--- config.mk ---
export PLATFORM = sky130hd
export DESIGN_NAME = switch_step_debouncer
export DESIGN_NICKNAME = d
export VERILOG_FILES = /design/src/rtl/switch_step_debouncer.sv
export SDC_FILE = /design/constraint.sdc
export NUM_CORES = 1
export LEC_CHECK = 0
export ABC_AREA = 1
export CORE_MARGIN = 10
export CORE_UTILIZATION = 45
export CTS_CLUSTER_SIZE = 28
export DETAILED_ROUTE_END_ITERATION = 16
export MAX_ROUTING_LAYER = met4
export PLACE_DENSITY_LB_ADDON = 0.2
export RECOVER_POWER = 25
export SLEW_MARGIN = 20
export SYNTH_ARGS = -nofsm -noshare
export SYNTH_HDL_FRONTEND = slang
export SYNTH_SLANG_ARGS = --single-unit
--- constraint.sdc ---
create_clock -name CLK -period 2.3 [get_ports CLK]
set_clock_uncertainty 0.2 [all_clocks]
set_input_delay 0.46 -clock CLK [delete_from_list [all_inputs] [get_ports CLK]]
set_output_delay 0.46 -clock CLK [all_outputs]
set_load 0.02 [all_outputs]
--- src/rtl/switch_step_debouncer.sv ---
// ============================================================================
//  Module      : switch_step_debouncer
//  Description : Synchronizes and debounces the step push-button and data
//                switch; emits one clean step strobe per press, samples the
//                data bit on that strobe and counts strobes for display.
//                Optional auto-repeat while held: SWITCH_STEP_AUTOREPEAT_EN.
//  Revision    : 1.0 - initial release
// ============================================================================
`default_nettype none

module switch_step_debouncer #(
    parameter int DEBOUNCE_CYCLES = 1_000_000,
    parameter int REPEAT_CYCLES   = 25_000_000,
    parameter int CNT_W           = 25
) (
    input  logic       CLK,
    input  logic       RESET_N,
    input  logic       raw_btn,
    input  logic       A_raw,
    output logic       step,
    output logic       A_step,
    output logic       btn_db,
    output logic [7:0] step_count
);

    localparam logic [CNT_W-1:0] c_db_last  = CNT_W'(DEBOUNCE_CYCLES - 1);
    localparam logic [CNT_W-1:0] c_rep_last = CNT_W'(REPEAT_CYCLES - 1);
    // Ceiling of the shared counter; it never needs to run past the longer period.
    localparam logic [CNT_W-1:0] c_cnt_max  =
        (REPEAT_CYCLES > DEBOUNCE_CYCLES) ? c_rep_last : c_db_last;

    typedef enum logic [1:0] {
        S_IDLE        = 2'd0,
        S_PRESS_CHK   = 2'd1,
        S_HELD        = 2'd2,
        S_RELEASE_CHK = 2'd3
    } state_t;

    state_t           r_state;
    state_t           w_state_nxt;
    logic [CNT_W-1:0] r_cnt;
    logic [CNT_W-1:0] w_cnt_nxt;
    logic [CNT_W-1:0] w_cnt_inc;
    logic             w_fire;

    logic r_btn_meta, r_btn_s;
    logic r_a_meta,   r_a_s;

    always_ff @(posedge CLK or negedge RESET_N) begin
        if (!RESET_N) begin
            r_btn_meta <= 1'b0;
            r_btn_s    <= 1'b0;
            r_a_meta   <= 1'b0;
            r_a_s      <= 1'b0;
        end else begin
            r_btn_meta <= raw_btn;
            r_btn_s    <= r_btn_meta;
            r_a_meta   <= A_raw;
            r_a_s      <= r_a_meta;
        end
    end

    assign w_cnt_inc = (r_cnt == c_cnt_max) ? r_cnt : r_cnt + CNT_W'(1);

    always_comb begin
        w_state_nxt = r_state;
        w_cnt_nxt   = r_cnt;
        w_fire      = 1'b0;
        case (r_state)
            S_IDLE: begin
                if (r_btn_s) begin
                    w_state_nxt = S_PRESS_CHK;
                    w_cnt_nxt   = '0;
                end
            end
            S_PRESS_CHK: begin
                if (!r_btn_s) begin
                    w_state_nxt = S_IDLE;
                    w_cnt_nxt   = '0;
                end else if (r_cnt == c_db_last) begin
                    w_state_nxt = S_HELD;
                    w_cnt_nxt   = '0;
                    w_fire      = 1'b1;
                end else begin
                    w_cnt_nxt   = w_cnt_inc;
                end
            end
            S_HELD: begin
                if (!r_btn_s) begin
                    w_state_nxt = S_RELEASE_CHK;
                    w_cnt_nxt   = '0;
                end else begin
`ifdef SWITCH_STEP_AUTOREPEAT_EN
                    if (r_cnt == c_rep_last) begin
                        w_cnt_nxt = '0;
                        w_fire    = 1'b1;
                    end else begin
                        w_cnt_nxt = w_cnt_inc;
                    end
`else
                    w_cnt_nxt = '0;
`endif
                end
            end
            S_RELEASE_CHK: begin
                // A bounce back to pressed re-enters HELD silently.
                if (r_btn_s) begin
                    w_state_nxt = S_HELD;
                    w_cnt_nxt   = '0;
                end else if (r_cnt == c_db_last) begin
                    w_state_nxt = S_IDLE;
                    w_cnt_nxt   = '0;
                end else begin
                    w_cnt_nxt   = w_cnt_inc;
                end
            end
            default: begin
                w_state_nxt = S_IDLE;
                w_cnt_nxt   = '0;
            end
        endcase
    end

    always_ff @(posedge CLK or negedge RESET_N) begin
        if (!RESET_N) begin
            r_state <= S_IDLE;
            r_cnt   <= '0;
        end else begin
            r_state <= w_state_nxt;
            r_cnt   <= w_cnt_nxt;
        end
    end

    always_ff @(posedge CLK or negedge RESET_N) begin
        if (!RESET_N) begin
            step       <= 1'b0;
            btn_db     <= 1'b0;
            A_step     <= 1'b0;
            step_count <= 8'h00;
        end else begin
            step   <= w_fire;
            btn_db <= (w_state_nxt == S_HELD) || (w_state_nxt == S_RELEASE_CHK);
            if (w_fire) begin
                A_step     <= r_a_s;
                step_count <= step_count + 8'd1;
            end
        end
    end

endmodule

`default_nettype wire

**Run 1: gate families picked out**

Bar = 20 um.
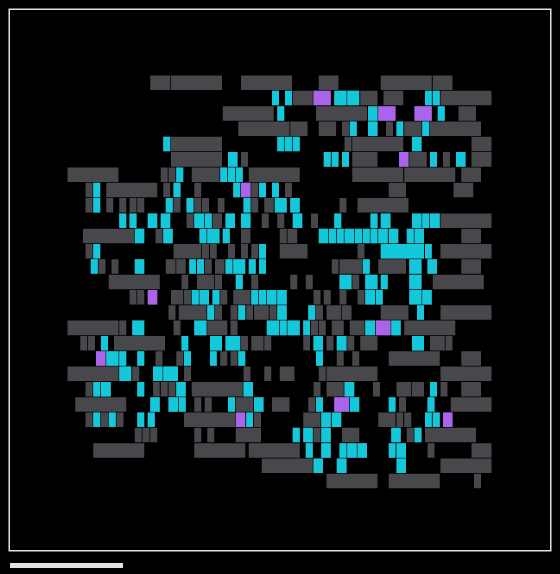
Key: purple = inverting AOI/OAI gates [cells 11]; cyan = NAND gates [cells 171]

**Run 1: signal wires by layer**

Only two layers are drawn.
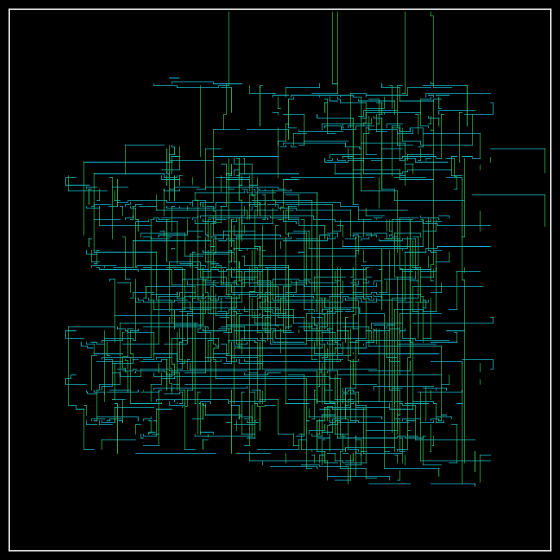
Key: cyan = met1 [wire length 3180 um]; green = met2 [wire length 2770 um]

==> run summary, run 1 <==
Via count: 2384
Yosys cell count: 372
Clk root buf: clkbuf_8
Util after Layout: 52.7%
DP Worst Slack: 279 ps
Synth unique cells: 30
Non-clock inverter count: 41
Port Buf Inserts: 14
Non-clk buf share: 7.16%
Setup ws final: 250 ps
IO Pins: 15
Count of tool warnings: 26
WS Path Type: reg2out
Multi-In Gates: 281
RSZ-0062 raised after global routing: false
Slew Viols, Final: 0
Arr. time, crit path: 1390 ps
Die W: 95.9 um
Most instantiated logic cell after routing: nand2_1
Flop share of the area: 35.1%
Area share, top type: 39.6%
Synth area leader: dfrtp_1
Deepest clock path buffer count: 2
Ys Warns: 0
Area grow syn2layout: 12.7%
Pleak: 0.00132 uW
Reg area: 0.00103 sq mm
Post-Syn Nets: 378
1st-iter DRT viols: 190
Logic share of the area: 46.4%
Status: finished clean
Crit end category: output pin
Highest metal used: met4
Drt drc: 0
# nets final: 398
Flop count: 41
Hold_buf cts: 1
Req. time, crit path: 1640 ps
Setup TNS: 0 ps
Dpl hpwl: 5000 um
Mux area share: 0%
Placed Area: 0.00283 sq mm
Worst path cell trace: clkdlybuf4s50_1
Synthesized area per cell: 6.97 sq um
Post-synthesis cell count: 372
Non-CTS buffers: 22
Post-synthesis adder-cell area fraction: 0.966%
Synth Seq Share: 39.6%
Post-CTS Resized: 0
Wire length on met1: 3180 um
Maximum VDD drop: 269 uV
GP Congestion: 1.07
Dominant combinational family: simple AND/OR/NAND/NOR gates
Post-synth EDFFs: 0
Number of buffers created by CTS: 5
Tap Count: 72
Ys flop type: dfrtp_1
CP Buf/Inv Count: 1
Compound-Gate Fraction of Synth Area: 2.75%
Global-route wire length before repair: 11100 um
Final Hold Fails: 0
Simple-Gate Area Share: 43.2%
Met1 GRT Util: 21.9%
Slowest CP cell: clkdlybuf4s50_1
Finished Cell Area: 0.00292 sq mm
Worst-margin pin slew: 1150 ps
H-tree levels: 2
GRT Util Overall: 15.5%
WL met2: 2770 um
Rows: 27
Crit-path max FO: 7
Die ar.: 0.00919 sq mm
Drt pass-1 iters: 4
Vias in the first global route: 2260
CTS sink cnt: 41
Routed wl met3: 368 um
Clk Latency, worst-skew pair: 290 ps
Post-CTS Setup Bufs: 0
Post-synth area hogs: dfrtp_1 (40%), nand2_1 (14%), nand3_1 (11%), nor2_1 (9.7%), inv_1 (4.9%)
Hold crit path type: reg2reg
CTS tree: done
Pin count of the biggest net entering global routing: 23
Fmax: 488 MHz
Vias/cell: 5.14
Pwr dens: 440 mW/mm^2
Clock buffers: 7
Post-synth regs: 41
GR peak layer: met2
Fp_density: 46.8%
Core area: 0.00554 sq mm
Die H: 95.9 um
DRT antenna net count: 0
Max-cap viol count: 0
Antenna diode count: 0
Synthesized cell area: 0.00259 sq mm
Worst slew margin relative to its limit: 23.5%
Fillers: 566
# setup viols final: 0
Initial antenna violation count: 0
Layout cells sized above 1: 7.91%
Crit path time final: 2050 ps
Startpoint types: register
Met2 usage: 22.1%
M3 GR Usage: 2.72%
CP peak stage delay: 650 ps
Commonest non-fill, non-tap cells in the layout: nand2_1 (95), nor2_1 (67), nand3_1 (55), dfrtp_1 (41), inv_1 (34)
XOR/XNOR Area Share: 5.41%
Final wirelength: 6400 um
GRT overflow: 0
Ys async rst share: 100%
Clk cell area share: 2.96%
Area-dominant class: combinational gates
Clock Pin Slew Worst Setup and Hold Paths: 80 ps
CP delay by family, top: buffers and inverters
Yosys chip area: 0.00259 sq mm
Period utilisation layout: 89.1%
Routed len/inst: 13.8 um
Logic area: 0.00136 sq mm
**Run 1: pin map**

Pins as bars across the die edge, other pins in gray.
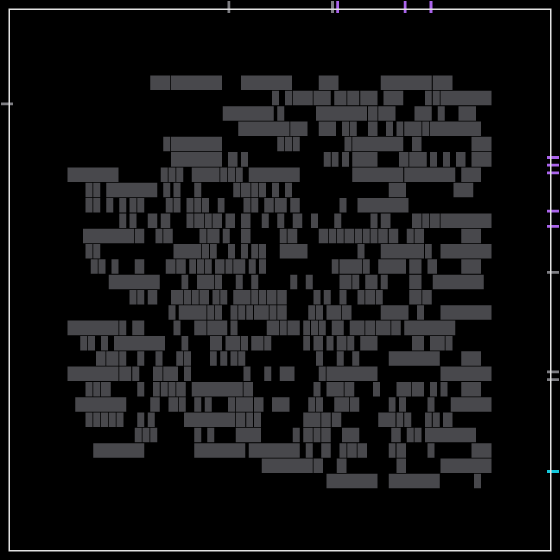
Key: purple = step_count [pins 8, direction output, edge 5 right, 3 top]; cyan = RESET_N [pins 1, direction input, edge right]
All pins by edge: 9 right, 5 top, 1 left.

run 1: metrics by stage:
stage | total power [uW] | hold slack, ps | cells
after detailed placement | 825 | 143 | 456
after floorplan | 789 | -35.6 | 372
final | 1280 | 157 | 464
after global routing | 1350 | 163 | 464
after global placement | 824 | 135 | 456
after CTS | 1300 | 160 | 464
run 1: final timing paths:
check / end / slack [ps] / from / cells after the start
max: btn_db / 250 / btn_db$_DFF_PN0_ / 1
min: r_a_s$_DFF_PN0_ / 160 / r_a_meta$_DFF_PN0_ / 0
max reg2reg: step_count[4]$_DFFE_PN0P_ / 260 / r_cnt[0]$_DFFE_PN0P_ / 9
min reg2reg: r_a_s$_DFF_PN0_ / 160 / r_a_meta$_DFF_PN0_ / 0
max in group asynchronous: r_cnt[24]$_DFFE_PN0P_ / 490 / RESET_N / 3
min in group asynchronous: r_cnt[15]$_DFFE_PN0P_ / 710 / RESET_N / 2
run 1: where the power goes:
group	switching (uW)	internal, uW
clock	237	238
combinational	51.8	21.6
sequential	6.52	730
total	295	990
run 1: registers in the layout, indices dropped and copies added, names as in the netlist:
register and cells:
r_cnt 25, step_count 8, A_step 1, btn_db 1, r_a_meta 1, r_a_s 1
r_btn_meta 1, r_btn_s 1, r_state 1, step 1
run 1: cell usage after synthesis, types with 2 or more instances:
master / instances
nand2_1: 95
nor2_1: 67
nand3_1: 55
dfrtp_1: 41
inv_1: 34
nand4_1: 14
xor2_1: 11
nor3_1: 8
inv_2: 6
xnor2_1: 5
nand2_2: 4
buf_2: 3
clkbuf_1: 3
o21ai_0: 3
o21ai_2: 3
buf_6: 2
ha_1: 2
nand3b_1: 2
o211ai_1: 2
o21ai_1: 2
**Run 1: where the registers sit**

Bar = 20 um.
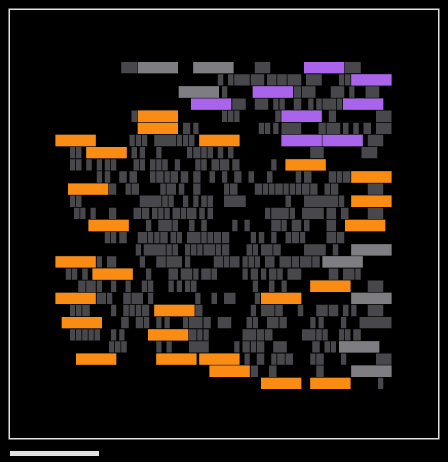

==> inputs of run 2 (changes only) <==
- ABC_AREA: 1 -> unset
**Run 2: where the registers sit**

Bar = 20 um.
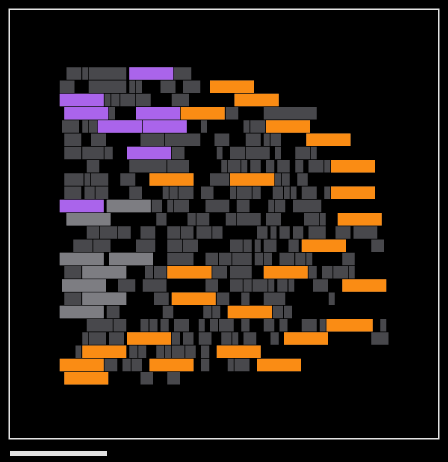
Key: purple = step_count [placed flops 8]; orange = r_cnt [placed flops 25]

**Run 2: pin map**

Pins as bars across the die edge, other pins in gray.
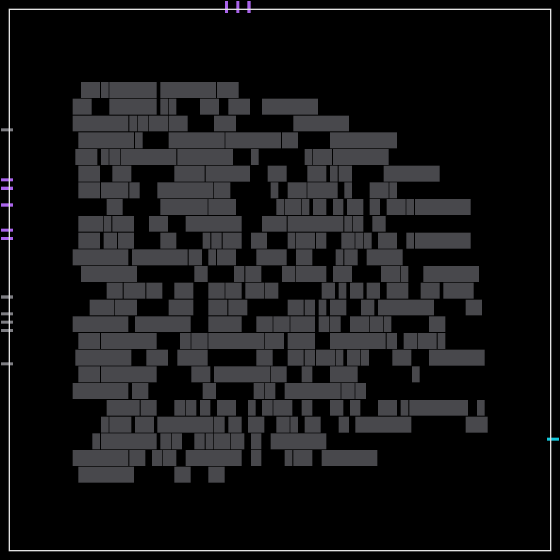
Key: purple = step_count [pins 8, direction output, edge 5 left, 3 top]; cyan = RESET_N [pins 1, direction input, edge right]
All pins by edge: 11 left, 3 top, 1 right.

**Run 2: gate families picked out**

Bar = 20 um.
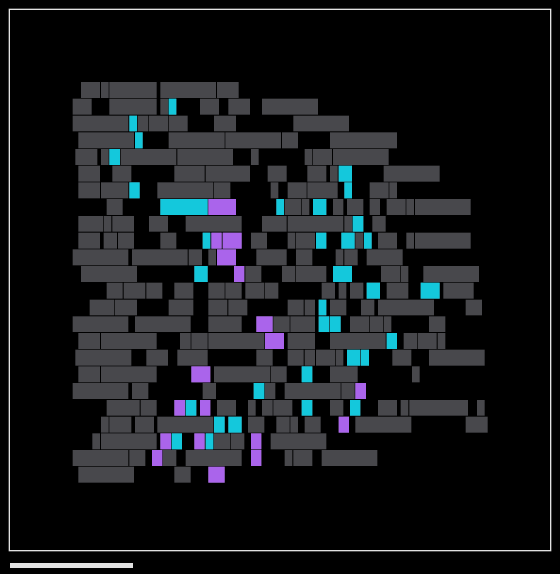
Key: cyan = NAND gates [cells 34]; purple = inverting AOI/OAI gates [cells 18]

==> run 2 against run 1 <==
Net effect:
- routed wire length down 29%
- core utilization up 6.5 points
- die area down 16%
- fmax down 10%
- first-iteration DRC count down 1.1%
- sequential share of layout area up 4.2 points
- setup slack worse by 230 ps
- sequential power about the same
==> run summary, run 2 <==
Status: finished clean
Global-route wire length before repair: 7650 um (-31%)
Layout cells sized above 1: 22.1% (+14 points)
GRT overflow: 0 (unchanged)
Maximum VDD drop: 375 uV (+40%)
Clock Pin Slew Worst Setup and Hold Paths: 80 ps (about the same)
Rows: 24 (-11%)
Reg area: 0.00103 sq mm (+0.12%)
Synth unique cells: 42 (+40%)
Vias/cell: 5.54 (+7.8%)
Commonest non-fill, non-tap cells in the layout: dfrtp_1 (40), buf_4 (25), nor2_1 (24), xor2_1 (15), nand3_1 (14)
Worst reg2reg startpoint: r_cnt[24]$_DFFE_PN0P_
Die W: 87.8 um (-8.4%)
Initial antenna violation count: 0 (unchanged)
DP Worst Slack: -12.6 ps (-291 ps)
Largest registers: r_cnt: 25 flops, step_count: 8 flops
Mux area share: 2.12% (+2.1 points)
R2R Setup Slk: 20 ps (-240 ps)
Crit end category: register
Fin cells: 296 (-36%)
Finished Cell Area: 0.00261 sq mm (-10%)
Placed Area: 0.00241 sq mm (-15%)
Drt pass-1 iters: 4 (unchanged)
H-tree levels: 2 (unchanged)
Yosys cell count: 200 (-46%)
1st-iter DRT viols: 188 (-1.1%)
Period utilisation layout: 99.1% (+10 points)
Die ar.: 0.00771 sq mm (-16%)
Final wirelength: 4530 um (-29%)
RSZ-0062 raised after global routing: true
CTS sink cnt: 41 (unchanged)
Arr. time, crit path: 2250 ps (+860 ps)
Dominant combinational family: simple AND/OR/NAND/NOR gates
Req. time, crit path: 2270 ps (+630 ps)
Setup TNS: 0 ps (unchanged)
Number of buffers created by CTS: 5 (unchanged)
Synthesized cell area: 0.00207 sq mm (-20%)
Pwr dens: 525 mW/mm^2 (+19%)
Fillers: 377 (-33%)
Core area: 0.00441 sq mm (-20%)
Antenna diode count: 0 (unchanged)
Final Hold Fails: 0 (unchanged)
Synth Seq Share: 49.6% (+10 points)
Pin count of the biggest net entering global routing: 25 (+8.7%)
Crit path time final: 2280 ps (+229 ps)
Post-synthesis adder-cell area fraction: 1.21% (+0.24 points)
Slew Viols, Final: 0 (unchanged)
Setup ws final: 21.0 ps (-229 ps)
Post-synth area hogs: dfrtp_1 (50%), xor2_1 (6.3%), nor2_1 (4.4%), xnor2_1 (4.2%), nand3_1 (3.4%)
Via count: 1640 (-31%)
Yosys chip area: 0.00207 sq mm (-20%)
GRT Util Overall: 12.6% (-2.8 points)
# nets final: 250 (-37%)
Fp_density: 46.9% (+0.11 points)
Max-cap viol count: 0 (unchanged)
Worst setup endpoint: A_step$_DFFE_PN0P_
Placed insts: 282 (-38%)
Total power: 1370 uW (+6.8%)
Pleak: 0.00115 uW (-13%)
Dpl hpwl: 3260 um (-35%)
Util after Layout: 59.2% (+6.5 points)
WS Path Type: reg2reg
FF-to-FF End: A_step$_DFFE_PN0P_
Ys flop type: dfrtp_1
Drt drc: 0 (unchanged)
Post-synth EDFFs: 0 (unchanged)
Clk root buf: clkbuf_8
Worst slew margin relative to its limit: 35.6% (+12 points)
Simple-Gate Area Share: 28.5% (-15 points)
Crit path from: r_cnt[24]$_DFFE_PN0P_
Post-Syn Nets: 206 (-46%)
CTS tree: done
XOR/XNOR Area Share: 10.6% (+5.2 points)
Number of flip-flops in the largest register: 25 (unchanged)
Compound-Gate Fraction of Synth Area: 5.99% (+3.2 points)
Port Buf Inserts: 14 (unchanged)
DRT antenna net count: 0 (unchanged)
Area share, top type: 49.6% (+10 points)
Fmax: 439 MHz (-10%)
Area grow syn2layout: 26.3%
Hold crit path type: reg2reg
Die H: 87.8 um (-8.4%)
Routed len/inst: 15.3 um (+11%)
Vias in the first global route: 1629 (-28%)
Synth cell count leaders: dfrtp_1 (41), nor2_1 (24), xor2_1 (15), nand3_1 (14)
Synth area leader: dfrtp_1
Ys async rst share: 100% (unchanged)
Clk Latency, worst-skew pair: 290 ps (about the same)
Logic area: 0.00105 sq mm (-23%)
Deepest clock path buffer count: 2 (unchanged)
Top-count cell post-synth: dfrtp_1
IO Pins: 15 (unchanged)
Largest reg by FF count: r_cnt
Most instantiated logic cell after routing: dfrtp_1
Startpoint types: register
Worst-margin pin slew: 965 ps (-183 ps)
Synthesized area per cell: 10.3 sq um (+49%)
Ys Warns: 0 (unchanged)
Crit-path max FO: 7 (unchanged)
GP Congestion: 0.887 (-17%)
R2r worst-path depth: 5 (-4)
Post-synth regs: 41 (unchanged)
Post-synthesis cell count: 200 (-46%)
# setup viols final: 0 (unchanged)
Count of tool warnings: 27 (+3.8%)
Worst hold slack: 155 ps (-1.68 ps)
## run 2: netlist changes by cell type after synthesis, sizes merged, moves of 5 or more
cell   delta
a21oi     +7
inv      -35
nor2     -45
or3       +5
nand2    -89
nor4      +8
xnor2     +5
nand3    -41
nand4     -9
## run 2: how the worst min path moves through the flow
stage	startpoint	to	slack (ps)	depth (start not counted)
3_3_place_gp	r_a_meta$_DFF_PN0_	r_a_s$_DFF_PN0_	140	0
2_1_floorplan	RESET_N	A_step$_DFFE_PN0P_	-40	0
5_1_grt	r_a_meta$_DFF_PN0_	r_a_s$_DFF_PN0_	160	0
4_1_cts	r_btn_meta$_DFF_PN0_	r_btn_s$_DFF_PN0_	160	0
3_5_place_dp	r_a_meta$_DFF_PN0_	r_a_s$_DFF_PN0_	140	0
6_report	r_btn_meta$_DFF_PN0_	r_btn_s$_DFF_PN0_	160	0
## run 2: worst max-delay path, cell delays in order, from the launching register on
cell and delay [ps]:
dfrtp_1 380, or4_4 550, nor3_4 330, nand4_4 240
inv_2 130, mux2_2 330
## run 2: per-layer routing
layer	global-route usage [%]	share of wire, %	vias up
li1	-	-	806
met1	16.6	48	787
met2	18.1	45	36
met3	3.34	4.8	11
met4	4.78	1.7	0
met5	-	0	-
## run 2: timing repair
item | 4_1_cts | 5_1_grt
buffers inserted | 2 | 4
setup endpoints to repair | 3 | 30
gates resized | 4 | 7
hold buffers | 1 | 0
pin swaps | 3 | 6
hold endpoints to repair | 16 | 0
## run 2: final cells by class
class                   instances  area share [%]
inverters                       5           0.718
well taps                      52            2.49
clock buffers                   5            2.63
flip-flops and latches         41            39.3
clock inverters                 2            1.34
multi-input cells             150            40.1
repair buffers                 41            13.5
## run 2: where the power goes
group / switching [uW] / internal, uW
logic: 49.3 / 30.9
clock network: 240 / 316
registers: 6.52 / 730
total: 296 / 1080
**Run 2: signal wires by layer**

Only two layers are drawn.
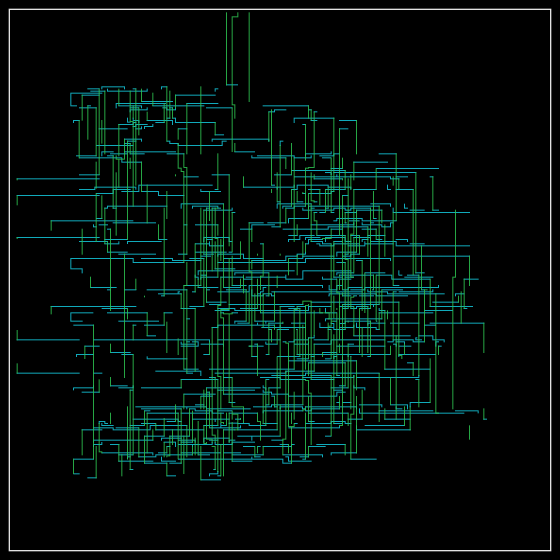

==> inputs of run 3 (changes only) <==
- GPL_TIMING_DRIVEN: unset -> 0
**Run 3: signal wires by layer**

Only two layers are drawn.
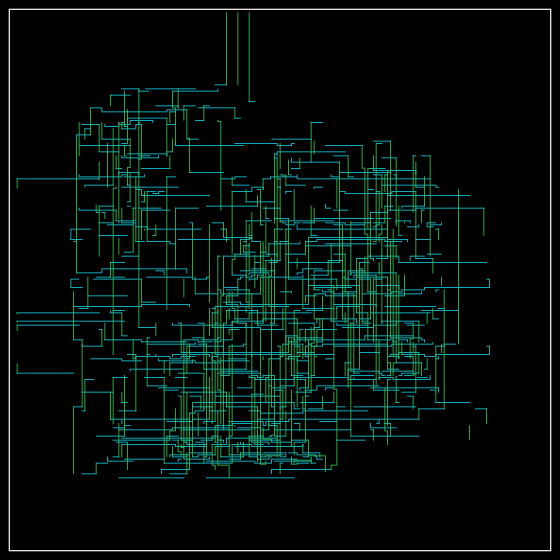
Key: green = met2 [wire length 2050 um]; cyan = met1 [wire length 2200 um]

**Run 3: gate families picked out**

Bar = 20 um.
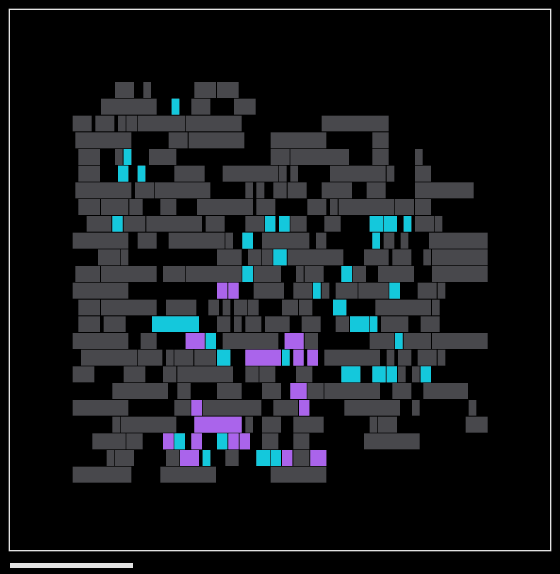
Key: cyan = NAND gates [cells 34]; purple = inverting AOI/OAI gates [cells 18, where bottom center]

==> run 3 against run 2 <==
Net effect:
- setup slack improved by 5.5 ps
- count of clock-buffer cells in the layout rose by 1
- routed wire length rose by 0.62%
- sequential power barely moved
- first-iteration DRC count fell by 56%
- core utilization fell by 0.43 points
- non-clock buffer count fell by 9
- combinational power rose by 6.6%
- clock power rose by 5.2%
- largest power group unchanged
- synthesized cell count did not move
- die area did not move
- worst hold slack barely moved
==> run summary, run 3 <==
Ys Warns: 0 (unchanged)
Yosys cell count: 200 (unchanged)
Area grow syn2layout: 25.4%
Dpl hpwl: 3110 um (-4.8%)
Fmax: 440 MHz (+0.24%)
Period utilisation layout: 98.8% (-0.24 points)
Power share of the clock group: 41.5% (+1.0 points)
Drt drc: 0 (unchanged)
Global-route wire length before repair: 7650 um (about the same)
Finished Cell Area: 0.00259 sq mm (-0.72%)
Post-CTS Setup Bufs: 4 (+2)
Placed Area: 0.00229 sq mm (-5.0%)
Crit end category: register
Vias in the first global route: 1567 (-3.8%)
Drt pass-1 iters: 4 (unchanged)
Post-Syn Nets: 206 (unchanged)
Setup ws final: 26.5 ps (+5.50 ps)
Ys flop type: dfrtp_1
Pleak: 0.00111 uW (-3.8%)
Pint: 1090 uW (+1.2%)
Fp_density: 46.9% (unchanged)
Worst hold slack: 155 ps (-0.321 ps)
1st-iter DRT viols: 82 (-56%)
DRT antenna net count: 0 (unchanged)
Post-CTS Resized: 12 (+8)
GR peak layer: met2
Synthesized area per cell: 10.3 sq um (unchanged)
Antenna diode count: 0 (unchanged)
Die H: 87.8 um (unchanged)
Ys async rst share: 100% (unchanged)
Simple-Gate Area Share: 28.5% (unchanged)
Hold_buf cts: 1 (unchanged)
CP peak stage delay: 550 ps (about the same)
Seq pwr share: 52.4% (-1.3 points)
XOR/XNOR Area Share: 10.6% (unchanged)
CTS tree: done
Pwr dens: 543 mW/mm^2 (+3.4%)
Port Buf Inserts: 14 (unchanged)
Logic area: 0.00108 sq mm (+2.7%)
Die ar.: 0.00771 sq mm (unchanged)
Reg area: 0.00103 sq mm (+0.49%)
Synth area leader: dfrtp_1
Largest registers: r_cnt: 25 flops, step_count: 8 flops
Initial antenna violation count: 0 (unchanged)
IO Pins: 15 (unchanged)
Number of flip-flops in the largest register: 25 (unchanged)
M3 GR Usage: 4.64% (+1.3 points)
Clock Pin Slew Worst Setup and Hold Paths: 90 ps (about the same)
Post-synthesis adder-cell area fraction: 1.21% (unchanged)
Final wirelength: 4550 um (+0.62%)
Psw: 319 uW (+7.8%)
Yosys chip area: 0.00207 sq mm (unchanged)
Comb pwr: 85.5 uW (+6.6%)
Synth Seq Share: 49.6% (unchanged)
Worst path cell trace: or4_4, nor3_4, buf_6, nand4_4, inv_2, mux2_2
Mux area share: 2.12% (unchanged)
Biggest consumer: registers
Status: finished clean
GRT Util Overall: 12.9% (+0.24 points)
Final Hold Fails: 0 (unchanged)
Comb power frac: 6.1% (+0.3 points)
GRT overflow: 0 (unchanged)
Post-synth area hogs: dfrtp_1 (50%), xor2_1 (6.3%), nor2_1 (4.4%), xnor2_1 (4.2%), nand3_1 (3.4%)
Clk root buf: clkbuf_8
Placed insts: 267 (-5.3%)
# setup viols final: 0 (unchanged)
Met1 GRT Util: 16.5% (-0.15 points)
RSZ-0062 raised after global routing: true
Top-count cell post-synth: dfrtp_1
Hold crit path type: reg2reg
Compound-Gate Fraction of Synth Area: 5.99% (unchanged)
DP Worst Slack: -183 ps (-171 ps)
Largest reg by FF count: r_cnt
H-tree levels: 2 (unchanged)
Worst slew margin relative to its limit: 42.5% (+6.8 points)
Synthesized cell area: 0.00207 sq mm (unchanged)
Number of buffers created by CTS: 5 (unchanged)
Clock network power: 585 uW (+5.2%)
Routed len/inst: 15.8 um (+3.4%)
Die W: 87.8 um (unchanged)
CP delay by family, top: simple AND/OR/NAND/NOR gates
Maximum VDD drop: 440 uV (+17%)
Worst-margin pin slew: 863 ps (-102 ps)
Slowest CP cell: or4_4
Vias/cell: 5.54 (about the same)
Area share, top type: 49.6% (unchanged)
# nets final: 241 (-3.6%)
Via count: 1595 (-2.7%)
GP Congestion: 0.827 (-6.8%)
Post-synthesis cell count: 200 (unchanged)
Synth unique cells: 42 (unchanged)
Layout cells sized above 1: 21.6% (-0.52 points)
Arr. time, crit path: 2260 ps (about the same)
Crit-path max FO: 7 (unchanged)
Fin cells: 288 (-2.7%)
Max-cap viol count: 0 (unchanged)
Most instantiated logic cell after routing: dfrtp_1
Synth cell count leaders: dfrtp_1 (41), nor2_1 (24), xor2_1 (15), nand3_1 (14)
Core area: 0.00441 sq mm (unchanged)
CP Buf/Inv Count: 2 (+1)
Met2 usage: 18.3% (+0.20 points)
Post-synth regs: 41 (unchanged)
Slew Viols, Final: 0 (unchanged)
Req. time, crit path: 2290 ps (+20 ps)
Total power: 1410 uW (+2.6%)
Startpoint types: register
**Run 3: where the registers sit**

Bar = 20 um.
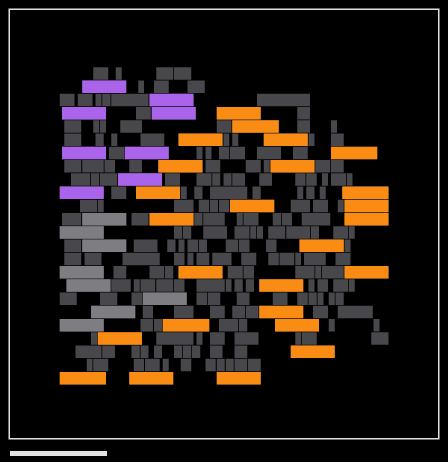
Key: orange = r_cnt [placed flops 25]; purple = step_count [placed flops 8]
Another 8 sequential cells are not colored.

-- run 3: cell types whose count changed in the layout (fill, tap and decap cells not counted), sizes merged --
cell and delta:
clkbuf +2, buf -10
-- run 3: metal layers --
metal  wire length, um  vias to the layer above
met5                 0                        -
met4                72                        0
met3               224                        8
met2              2050                       29
met1              2200                      773
li1                  -                      785
-- run 3: path summary, 6_finish.rpt --
kind                       cells after the start                   from  slack (ps)                   endpoint
setup reg to reg                               6  r_cnt[12]$_DFFE_PN0P_          30  step_count[1]$_DFFE_PN0P_
setup / recovery                               6  r_cnt[12]$_DFFE_PN0P_          30  step_count[1]$_DFFE_PN0P_
hold reg to reg                                0   r_btn_meta$_DFF_PN0_         150          r_btn_s$_DFF_PN0_
min in group asynchronous                      2                RESET_N         580       r_cnt[8]$_DFFE_PN0P_
hold / removal                                 0   r_btn_meta$_DFF_PN0_         150          r_btn_s$_DFF_PN0_
max in group asynchronous                      3                RESET_N         680       r_cnt[0]$_DFFE_PN0P_
-- run 3: kinds of logic after synthesis --
kind of cell	count (synthesis)
xor gates and xnor gates	25
buffers and inverters	9
adders and majority gates	2
and+or+nand+nor	99
DFF	41
AOI/OAI and AO/OA	20
muxes	4
-- run 3: worst register-to-register path, stage by stage, from the launching register on --
cell and delay (ps):
dfrtp_2 430, or4_4 550, nor3_4 210, buf_6 150
nand4_4 170, inv_2 130, mux2_2 330
-- run 3: layout make-up --
| cell class | instances | area share [%] |
|---|---|---|
| Timing Repair Buffer | 28 | 9.93 |
| Buffer | 4 | 1.30 |
| Clock buffer | 6 | 2.80 |
| Multi-Input combinational cell | 150 | 41.5 |
| Tap cell | 52 | 2.51 |
| Sequential cell | 41 | 39.8 |
| Inverter | 5 | 0.723 |
| Clock inverter | 2 | 1.49 |
No activity file was given, so power comes from the tool's default toggle rates.
